--- config.mk ---
export PLATFORM = sky130hd
export DESIGN_NAME = regfile_wb_ctrl
export DESIGN_NICKNAME = d
export VERILOG_FILES = /design/src/rtl/regfile_wb_ctrl.sv
export SDC_FILE = /design/constraint.sdc
export NUM_CORES = 1
export LEC_CHECK = 0
export ABC_AREA = 1
export CELL_PAD_IN_SITES_DETAIL_PLACEMENT = 0
export CELL_PAD_IN_SITES_GLOBAL_PLACEMENT = 2
export CORE_ASPECT_RATIO = 0.9
export CORE_MARGIN = 2
export CORE_UTILIZATION = 24
export DETAILED_ROUTE_END_ITERATION = 16
export GPL_TIMING_DRIVEN = 0
export PLACE_DENSITY = 0.88
export SLEW_MARGIN = 20
export SYNTH_ARGS = -nofsm -noshare
export SYNTH_HDL_FRONTEND = slang
export SYNTH_SLANG_ARGS = --single-unit
--- constraint.sdc ---
create_clock -name clk -period 3.5 [get_ports clk]
set_clock_uncertainty 0.2 [all_clocks]
set_input_delay 0.875 -clock clk [delete_from_list [all_inputs] [get_ports clk]]
set_output_delay 0.875 -clock clk [all_outputs]
set_load 0.005 [all_outputs]
--- src/rtl/regfile_wb_ctrl.sv ---
// Write-back arbiter and busy scoreboard for the 32x64 register file.
// Optional RAW forwarding from the registered write port: REGWB_FWD_EN.
module regfile_wb_ctrl #(
  parameter int XLEN = 64
) (
  input  logic            clk,
  input  logic            rst,
  input  logic            iss_valid,
  input  logic            iss_wen,
  input  logic [4:0]      iss_rd,
  output logic            iss_ready,
  input  logic [4:0]      rs1,
  input  logic [4:0]      rs2,
  output logic            rs1_busy,
  output logic            rs2_busy,
  input  logic            a_valid,
  output logic            a_ready,
  input  logic [4:0]      a_rd,
  input  logic [XLEN-1:0] a_data,
  input  logic            b_valid,
  output logic            b_ready,
  input  logic [4:0]      b_rd,
  input  logic [XLEN-1:0] b_data,
  output logic            rf_wen,
  output logic [4:0]      rf_waddr,
  output logic [XLEN-1:0] rf_wdata,
  output logic            err_spurious
`ifdef REGWB_FWD_EN
  ,
  output logic            rs1_fwd,
  output logic            rs2_fwd,
  output logic [XLEN-1:0] rs1_fwd_data,
  output logic [XLEN-1:0] rs2_fwd_data
`endif
);

  logic [31:0]     busy_q, busy_d;
  logic            pri_q, pri_d;
  logic            rf_wen_q;
  logic [4:0]      rf_waddr_q;
  logic [XLEN-1:0] rf_wdata_q;
  logic            err_q;

  logic            xfer;
  logic [4:0]      x_rd;
  logic [XLEN-1:0] x_data;
  logic            set_en;
  logic            spur;

  // Issue gate and round-robin grants; all held low during reset
  always_comb begin
    iss_ready = rst &&
      (!iss_wen || (iss_rd == 5'd0) || !busy_q[iss_rd]);
    a_ready = rst && a_valid && (!b_valid || !pri_q);
    b_ready = rst && b_valid && (!a_valid || pri_q);
  end

  // Select the granted requester and classify the transfer
  always_comb begin
    xfer   = a_ready || b_ready;
    x_rd   = a_ready ? a_rd : b_rd;
    x_data = a_ready ? a_data : b_data;
    set_en = iss_valid && iss_ready && iss_wen &&
             (iss_rd != 5'd0);
    spur   = xfer && (x_rd != 5'd0) && !busy_q[x_rd] &&
             !(set_en && (iss_rd == x_rd));
  end

  // Scoreboard next state: commit clears, a new producer wins
  always_comb begin
    busy_d = busy_q;
    if (rf_wen_q)
      busy_d[rf_waddr_q] = 1'b0;
    if (set_en)
      busy_d[iss_rd] = 1'b1;
    busy_d[0] = 1'b0;
  end

  // Pointer moves to the side that lost (or was absent) after a grant
  always_comb begin
    pri_d = pri_q;
    if (a_ready)
      pri_d = 1'b1;
    else if (b_ready)
      pri_d = 1'b0;
  end

  // Scoreboard, arbiter pointer and sticky error state
  always_ff @(posedge clk) begin
    if (!rst) begin
      busy_q <= '0;
      pri_q  <= 1'b0;
      err_q  <= 1'b0;
    end else begin
      busy_q <= busy_d;
      pri_q  <= pri_d;
      if (spur)
        err_q <= 1'b1;
    end
  end

  // Registered register-file write port; address/data hold when idle
  always_ff @(posedge clk) begin
    if (!rst) begin
      rf_wen_q   <= 1'b0;
      rf_waddr_q <= '0;
      rf_wdata_q <= '0;
    end else begin
      rf_wen_q <= xfer && (x_rd != 5'd0);
      if (xfer) begin
        rf_waddr_q <= x_rd;
        rf_wdata_q <= x_data;
      end
    end
  end

  assign rf_wen       = rf_wen_q;
  assign rf_waddr     = rf_waddr_q;
  assign rf_wdata     = rf_wdata_q;
  assign err_spurious = err_q;

`ifdef REGWB_FWD_EN
  logic hit1, hit2;

  // A source matching the in-flight write is served from the port
  always_comb begin
    hit1 = rf_wen_q && (rs1 == rf_waddr_q) && (rs1 != 5'd0);
    hit2 = rf_wen_q && (rs2 == rf_waddr_q) && (rs2 != 5'd0);
    rs1_busy     = busy_q[rs1] && !hit1;
    rs2_busy     = busy_q[rs2] && !hit2;
    rs1_fwd      = hit1;
    rs2_fwd      = hit2;
    rs1_fwd_data = rf_wdata_q;
    rs2_fwd_data = rf_wdata_q;
  end
`else
  assign rs1_busy = busy_q[rs1];
  assign rs2_busy = busy_q[rs2];
`endif

endmodule
==> GITHUB_STEP_SUMMARY, run 1 <==
### Flow metrics

| Metric | Value |
|---|---|
| Status | `complete, no violations` |
| Synth cell types | `29` |
| RSZ-0062 raised after global routing | `yes` |
| Placed instance area | `8430 um^2` |
| Setup TNS Final | `0 ns` |
| Crit start category | `input port` |
| # rows | `around 53` |
| Setup WS pre-CTS | `-0.996 ns` |
| P_seq | `1.31 mW` |
| Peak VDD IR | `0.239 mV` |
| Top area contributor share | `36.0%` |
| Max Slew Vio Count | `0` |
| Ys flops | `103` |
| Most numerous logic cell after layout | `clkdlybuf4s50_1` |
| Post-DP HPWL | `21.2 mm` |
| Root buf cell | `clkbuf_16` |
| Power consumption | `3.21 mW` |
| Gr usage total | `21.0%` |
| Num CTS Buffers | `9` |
| Placed Instances | `about 1,400` |
| Min-delay worst type | `reg2reg` |
| Synthesized area | `5730 um^2` |
| Sequential fraction of the synthesis area | `36.0%` |
| 1st-iter DRT viols | `393` |
| Cell area leaders | `dfxtp_1 36%, a21oi_1 9.8%, o221ai_1 9.8%` |
| Total number of vias | `7,203` |
| Fp_density | `24.5%` |
| Final hold violation count | `0` |
| Share of layout cells above drive strength 1 | `9.12%` |
| Sequential Power Share | `40.8%` |
| Flop area | `2060 um^2` |
| Max cap viols | `0` |
| Fillers | `approximately 2,500` |
| Antenna violations before repair | `2` |
| Vias per inst | `5.10` |
| Top_reg_cell synth | `dfxtp_1` |
| Clock period minus worst slack | `approximately 3.4 ns` |
| Detailed Route WL | `~27 mm` |
| Critical path arrival | `2.34 ns` |
| Clk. pwr | `between 1 and 1.5 mW` |
| Bufs on Longest Clock Path | `2` |
| Fin area | `9040 um^2` |
| Max stage delay on crit path | `about 0.53 ns` |
| Period utilization | `97.7%` |
| Final instance count without filler cells | `1,411` |
| Synth warnings | `0` |
| P_int | `about 2.3 mW` |
| Worst slew margin | `between 60 and 70%` |
| Hold_buf cts | `0` |
| Yosys stat area | `5730 um^2` |
| Worst path slowest cell | `clkdlybuf4s50_1` |
| Die Width | `167 um` |
| Remaining DRCs | `0` |
| Synthesized netlist cell count | `roughly 840` |
| Tool warnings | `27` |
| Syn Area/Cell | `6.82 um^2` |
| Max Freq | `approximately 0.29 GHz` |
| Largest net degree at the start of global routing | `17` |
| Share of async-settable or async-resettable flops after synthesis | `0%` |
| Synth top cells by count | `143 x nand2_1, 112 x a21oi_1, 103 x dfxtp_1, 91 x nand3_1, 90 x nor2_1` |
| CTS sink cnt | `103` |
| Switch share | `29.5%` |
| Yosys stat cell total | `840` |
| CP dominant cell by count | `clkdlybuf4s50_1` |
| Pre-Repair DR Iteration Count | `5` |
| Most frequent cell after synthesis | `nand2_1` |
| Crit path cell chain | `clkdlybuf4s50_1 > nand2_1 > nor2_4 > clkbuf_8 > clkdlybuf4s50_1` |
| CTS H-Tree Depth | `3` |
| Core area | `between 20,000 and 25,000 um^2` |
| Final worst slack | `0.0804 ns` |
| Number of global-route vias before repair | `7,101` |
| CTS tree | `yes` |
| Clock power share | `33.2%` |
| Post-synth EDFFs | `0` |
| Worst hold slack | `0.286 ns` |
| Worst EP required | `2.42 ns` |
| Max power group | `registers` |
| IO Count | `~240` |
| Comb. pwr | `0.835 mW` |
| Clk_lat worst skew | `0.36 ns` |
| Leakage | `3.47 nW` |
| Worst Setup End Kind | `primary output` |
| Syn nets | `around 1,000` |
| Switching Power | `~0.95 mW` |
| Area grow syn2layout | `58.0%` |
| WL/cell | `19.5 um` |
| Worst-path clk slew | `0.08 ns` |
| Comb area | `around 3300 um^2` |
| Combinational power share | `between 20% and 30%` |
| Global-route wire length before repair | `41.2 mm` |
| Worst Path Class, Setup | `in2out` |
| Power per cell area | `355 nW/um^2` |
| # setup viols final | `0` |
| Final antenna-violating net count | `0` |
| Total global routing overflow | `0` |
| Nets@finish | `1,262` |
| Die area | `approximately 25,000 um^2` |
| Top logic cells by instance count in the layout | `220 x clkdlybuf4s50_1, 141 x nand2_1, 111 x a21oi_1` |
| Least-Margin Pin Slew | `0.571 ns` |
run 1: worst paths after layout:
path | start | end | slack [ns] | cells after the start
max | a_valid | a_ready | 0.08 | 5
min | busy_q[6] | busy_q[6] | 0.29 | 2
max reg2reg | pri_q | err_spurious | 0.90 | 14
min reg2reg | busy_q[6] | busy_q[6] | 0.29 | 2
run 1: kinds of logic (layout without fill, tap and decap cells):
group                  Yosys count  count (layout)  synth area share (%)
AOI/OAI and AO/OA              270             270                  28.8
buffers and inverters          116             384                  8.70
and+or+nand+nor                351             351                  26.5
other                            0               1                     0
DFF                            103             103                  36.0
run 1: state kept, by name (all words and copies together), names as in the netlist:
name and flops:
rf_wdata 64, busy_q 31, rf_waddr 5, err_spurious 1
pri_q 1, rf_wen 1
run 1: critical path: cells and delay by family:
| kind | cells | cell delay [ns] |
|---|---|---|
| buffers and inverters | 3 | 1.21 |
| AND/OR/NAND/NOR | 2 | 0.25 |
run 1: timing repair:
item,4_1_cts,5_1_grt
pin swaps,5,4
gates resized,87,4
setup buffers,13,7
endpoints found under the hold margin,0,0
setup endpoints to repair,5,4
run 1: routing by layer:
layer	GRT usage [%]	routed length [um]	up-vias	share of wire, %
met1	26.0	11500	3395	42
li1	-	-	3490	-
met2	35.5	13000	278	47
met5	0	11	-	0.040
met3	6.28	2390	38	8.7
met4	6.55	591	2	2.2
run 1: cell type report:
class | instances | share of cell area [%]
clock buffer | 12 | 2.73
timing repair buffer | 252 | 27.1
clock inverter | 4 | 0.609
inverter | 61 | 2.71
tap | 302 | 4.18
antenna | 1 | 0.0277
multi-input combinational | 621 | 36.2
buffer | 55 | 3.67
sequential | 103 | 22.8
Fig. 1: run 1, selected gate families
Scale bar: 50 um.
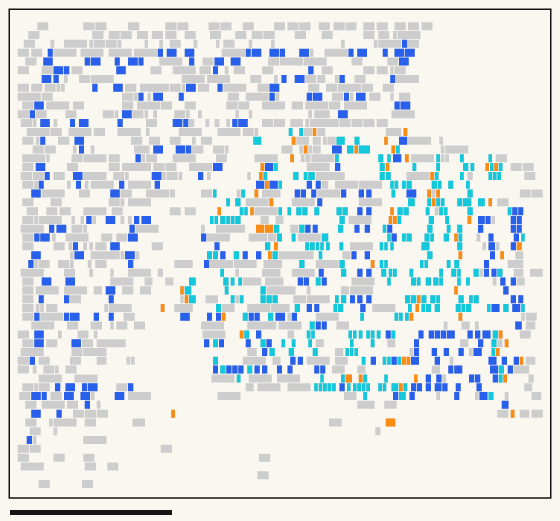
[nand cells] cyan | cells: 246
[inv cells] orange | cells: 61
[aoi and oai cells] blue | cells: 270 | where: all over the die

Fig. 2: run 1, routed metal, one colour a layer
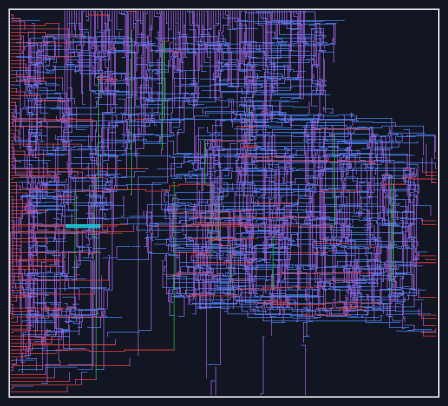
[M4] green | wire length: 591 um
[M3] red | wire length: 2,390 um
[M5] cyan | wire length: 12.0 um
[M1] blue | wire length: 11,500 um
[M2] purple | wire length: 13,000 um

Fig. 3: run 1, sequential cells grouped by signal name
Other sequential cells in the stronger grey, the rest of the logic in the fainter grey.
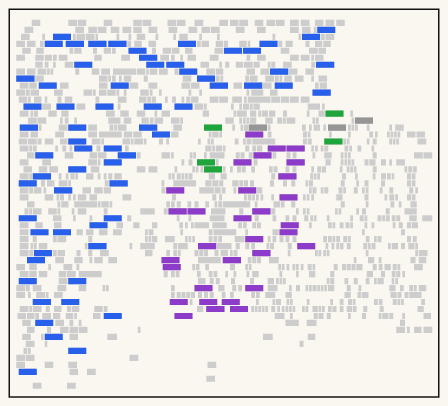
[rf_wdata] blue | sequential cells: 64
[rf_waddr] green | sequential cells: 5
[busy_q] purple | sequential cells: 31
not coloured: 3

Fig. 4: run 1, pin placement
Pins as bars across the die edge, other pins in grey.
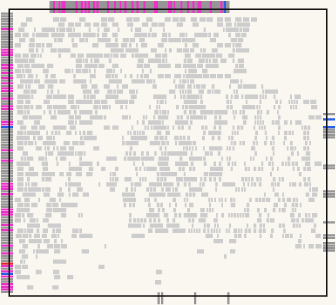
[b_rd] blue | pins: 5 | direction: input | edge: 2 east, 2 west, 1 north
[b_data] magenta | pins: 64 | direction: input | edge: 35 west, 29 north
[clk] red | pins: 1 | direction: input | edge: west
Die H: 151 um
PortBufs: 232

Fig. 5: run 1, clock routing
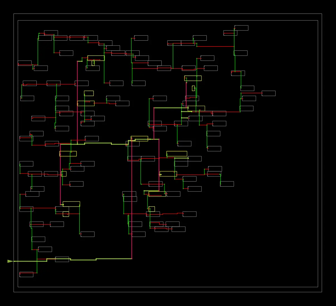

==> inputs of run 2 (changes only) <==
==> config.mk (replaced) <==
export PLATFORM = sky130hd
export DESIGN_NAME = regfile_wb_ctrl
export DESIGN_NICKNAME = d
export VERILOG_FILES = /design/src/rtl/regfile_wb_ctrl.sv
export SDC_FILE = /design/constraint.sdc
export NUM_CORES = 1
export LEC_CHECK = 0
export CORE_ASPECT_RATIO = 0.9
export CORE_MARGIN = 2
export CORE_UTILIZATION = 30
export DETAILED_ROUTE_END_ITERATION = 16
export GPL_TIMING_DRIVEN = 0
export PLACE_DENSITY = 0.62
export SLEW_MARGIN = 20
export SYNTH_ARGS = -nofsm -noshare
export SYNTH_HDL_FRONTEND = slang
export SYNTH_SLANG_ARGS = --single-unit
==> constraint.sdc (replaced) <==
create_clock -name clk -period 3.4 [get_ports clk]
set_clock_uncertainty 0.2 [all_clocks]
set_input_delay 0.85 -clock clk [delete_from_list [all_inputs] [get_ports clk]]
set_output_delay 0.85 -clock clk [all_outputs]
set_load 0.005 [all_outputs]
Fig. 6: run 2, clock routing
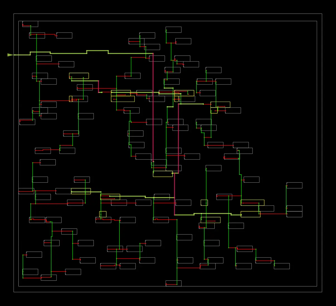
Num CTS Buffers: 9
clk_lat worst skew: 0.35 ns
Clk. pwr: 1.15 mW
flip-flops: 103

==> run 2 against run 1 <==
The flow now finishes with violations (negative setup slack). Die size shrank 24%. Synthesized cell count fell by 23%. Clock power is 7% higher. Combinational power decreased by 13%. Via count fell by 14%. Sequential power barely moved. Worst setup slack lost 0.084 ns. Highest routed layer is now met4. Cell count decreased by 19%.
==> GITHUB_STEP_SUMMARY, run 2 <==
### Flow metrics

| Metric | Value |
|---|---|
| Worst Setup End Kind | `primary output (unchanged)` |
| Tool warnings | `28 (was 27)` |
| Max reg flops | `64 (unchanged)` |
| Fin area | `8600 um^2 (was 9040 um^2)` |
| Most frequent cell after synthesis | `dfxtp_1 (was nand2_1)` |
| # setup viols final | `1 (was 0)` |
| Nets@finish | `1,058 (was 1,262)` |
| R2r endpoint | `busy_q[10] (was err_spurious)` |
| Worst slew margin | `47.0% (was 61.9%)` |
| Uppermost layer routed | `met4 (was met5)` |
| Clock period minus worst slack | `about 3.4 ns` |
| 1st-iter DRT viols | `414 (was 393)` |
| Die Width | `145 um (was 167 um)` |
| Share of async-settable or async-resettable flops after synthesis | `0% (unchanged)` |
| Sequential fraction of the synthesis area | `38.2% (was 36.0%)` |
| Period utilization | `100%` |
| Top cell category | `combinational gates (unchanged)` |
| Pre-Repair DR Iteration Count | `5 (unchanged)` |
| Crit-path leading delay family | `multiplexers (was buffers and inverters)` |
| Number of global-route vias before repair | `5,910 (was 7,101)` |
| Most numerous logic cell after layout | `clkdlybuf4s50_1 (unchanged)` |
| Max Slew Vio Count | `0 (unchanged)` |
| Worst Path Class, Setup | `in2out (unchanged)` |
| Min-Delay Startpoint | `err_spurious (was busy_q[6])` |
| IO Count | `235 (unchanged)` |
| Buf+Inv Stages, Crit Path | `2 (was 3)` |
| Crit path cell chain | `clkbuf_16 > mux4_2 > mux4_2 > mux2_4 > buf_6 (was clkdlybuf4s50_1 > nand2_1 > nor2_4 > clkbuf_8 > clkdlybuf4s50_1)` |
| Failing checks | `negative setup slack` |
| Final antenna-violating net count | `0 (unchanged)` |
| Detailed Route WL | `21.5 mm (was 27.5 mm)` |
| Synthesized netlist cell count | `648 (was 840)` |
| Worst path slowest cell | `mux4_2 (was clkdlybuf4s50_1)` |
| Core area | `17,600 um^2 (was 23,400 um^2)` |
| Remaining DRCs | `0 (unchanged)` |
| Met2 wire length | `10.1 mm (was 13.0 mm)` |
| Vias per inst | `5.40 (was 5.10)` |
| Non-clock buffer count | `293 (was 307)` |
| Combinational share of cell area | `37.2% (was 36.2%)` |
| Yosys stat area | `5400 um^2 (was 5730 um^2)` |
| Diode count | `0 (was 1)` |
| Critical path arrival | `2.35 ns (was 2.34 ns)` |
| Crit start category | `input port (unchanged)` |
| Hold_buf cts | `0 (unchanged)` |
| Flop share of the area | `24.0% (was 22.8%)` |
| CP dominant cell by count | `mux4_2 (was clkdlybuf4s50_1)` |
| Invs w/o clock | `4 (was 61)` |
| CTS tree | `yes (unchanged)` |
| Synth top cells by count | `103 x dfxtp_1, 85 x nor2_1, 68 x o22ai_1, 66 x o21ai_0, 44 x nand2_1 (was 143 x nand2_1, 112 x a21oi_1, 103 x dfxtp_1, 91 x nand3_1, 90 x nor2_1)` |
| Cell area leaders | `dfxtp_1 38%, o22ai_1 7.9%, mux4_2 7.5% (was dfxtp_1 36%, a21oi_1 9.8%, o221ai_1 9.8%)` |
| Total number of vias | `6,177 (was 7,203)` |
| Root buf cell | `clkbuf_16 (unchanged)` |
| Synthesized area | `5400 um^2 (was 5730 um^2)` |
| RSZ-0062 raised after global routing | `yes (unchanged)` |
| Critical R2R Launch | `busy_q[30] (was pri_q)` |
| # rows | `46 (was 53)` |
| Synth cell types | `53 (was 29)` |
| Largest net degree at the start of global routing | `18 (was 17)` |
| Final worst slack | `-0.00356 ns (was 0.0804 ns)` |
| Area grow syn2layout | `59.1% (was 58.0%)` |
| #MultiIn Comb | `488 (was 621)` |
| Status | `finished, violations left (was complete, no violations)` |
| Syn nets | `807 (was 999)` |
| Placed instance area | `8000 um^2 (was 8430 um^2)` |
| Antenna violations before repair | `0 (was 2)` |
-- run 2: netlist changes by cell type in the layout (fill, tap and decap cells not counted), moves of 25 or more --
cell / before / now
a21oi_1: 111 / 19
inv_1: 50 / 4
nand2_1: 141 / 43
nand3_1: 90 / 33
o21ai_1: 7 / 32
o221ai_1: 64 / 0
o22ai_1: 3 / 64
-- run 2: cells by family after synthesis --
| family | count (synthesis) | synth area share (%) |
|---|---|---|
| muxes | 41 | 11.9 |
| AOI/OAI and AO/OA | 222 | 24.9 |
| DFF | 103 | 38.2 |
| and+or+nand+nor | 219 | 19.8 |
| xor gates and xnor gates | 5 | 0.811 |
| buffers and inverters | 58 | 4.51 |
-- run 2: power breakdown --
part	internal, mW	total, mW	switching (mW)
clock network	0.652	1.15	0.495
registers	1.28	1.33	0.0484
logic	0.413	0.723	0.310
-- run 2: how the worst max path moves through the flow --
stage / from / endpoint / slack, ns / cells past startpoint
floorplan: rs1[0] / rs1_busy / 0.03 / 4
global placement: b_valid / a_ready / -0.88 / 7
detailed placement: b_valid / a_ready / -0.86 / 7
CTS: rs1[0] / rs1_busy / -0.006 / 5
global route: iss_rd[0] / iss_ready / -0.05 / 11
finish: rs1[0] / rs1_busy / -0.004 / 5
-- run 2: through the flow --
step	instances	setup TNS, ns
2_1_floorplan	648	0
3_3_place_gp	1117	-12.38
3_5_place_dp	1117	-11.93
4_1_cts	1140	-0.00608
5_1_grt	1144	-0.0925
6_report	1144	-0.00356
-- run 2: layer usage --
metal / track usage (%) / vias up
li1: - / 2929
met1: 27.7 / 2874
met2: 36.0 / 325
met3: 6.56 / 49
met4: 6.54 / 0
met5: 0 / -
-- run 2: timing repair --
item | in CTS | in global routing
resized | 63 | 15
setup buffers | 7 | 4
endpoints found under the setup margin | 5 | 3
pin swaps | 8 | 7
cloned | 3 | 0
Power figures rest on the tool's default switching activity, not on a simulated workload.
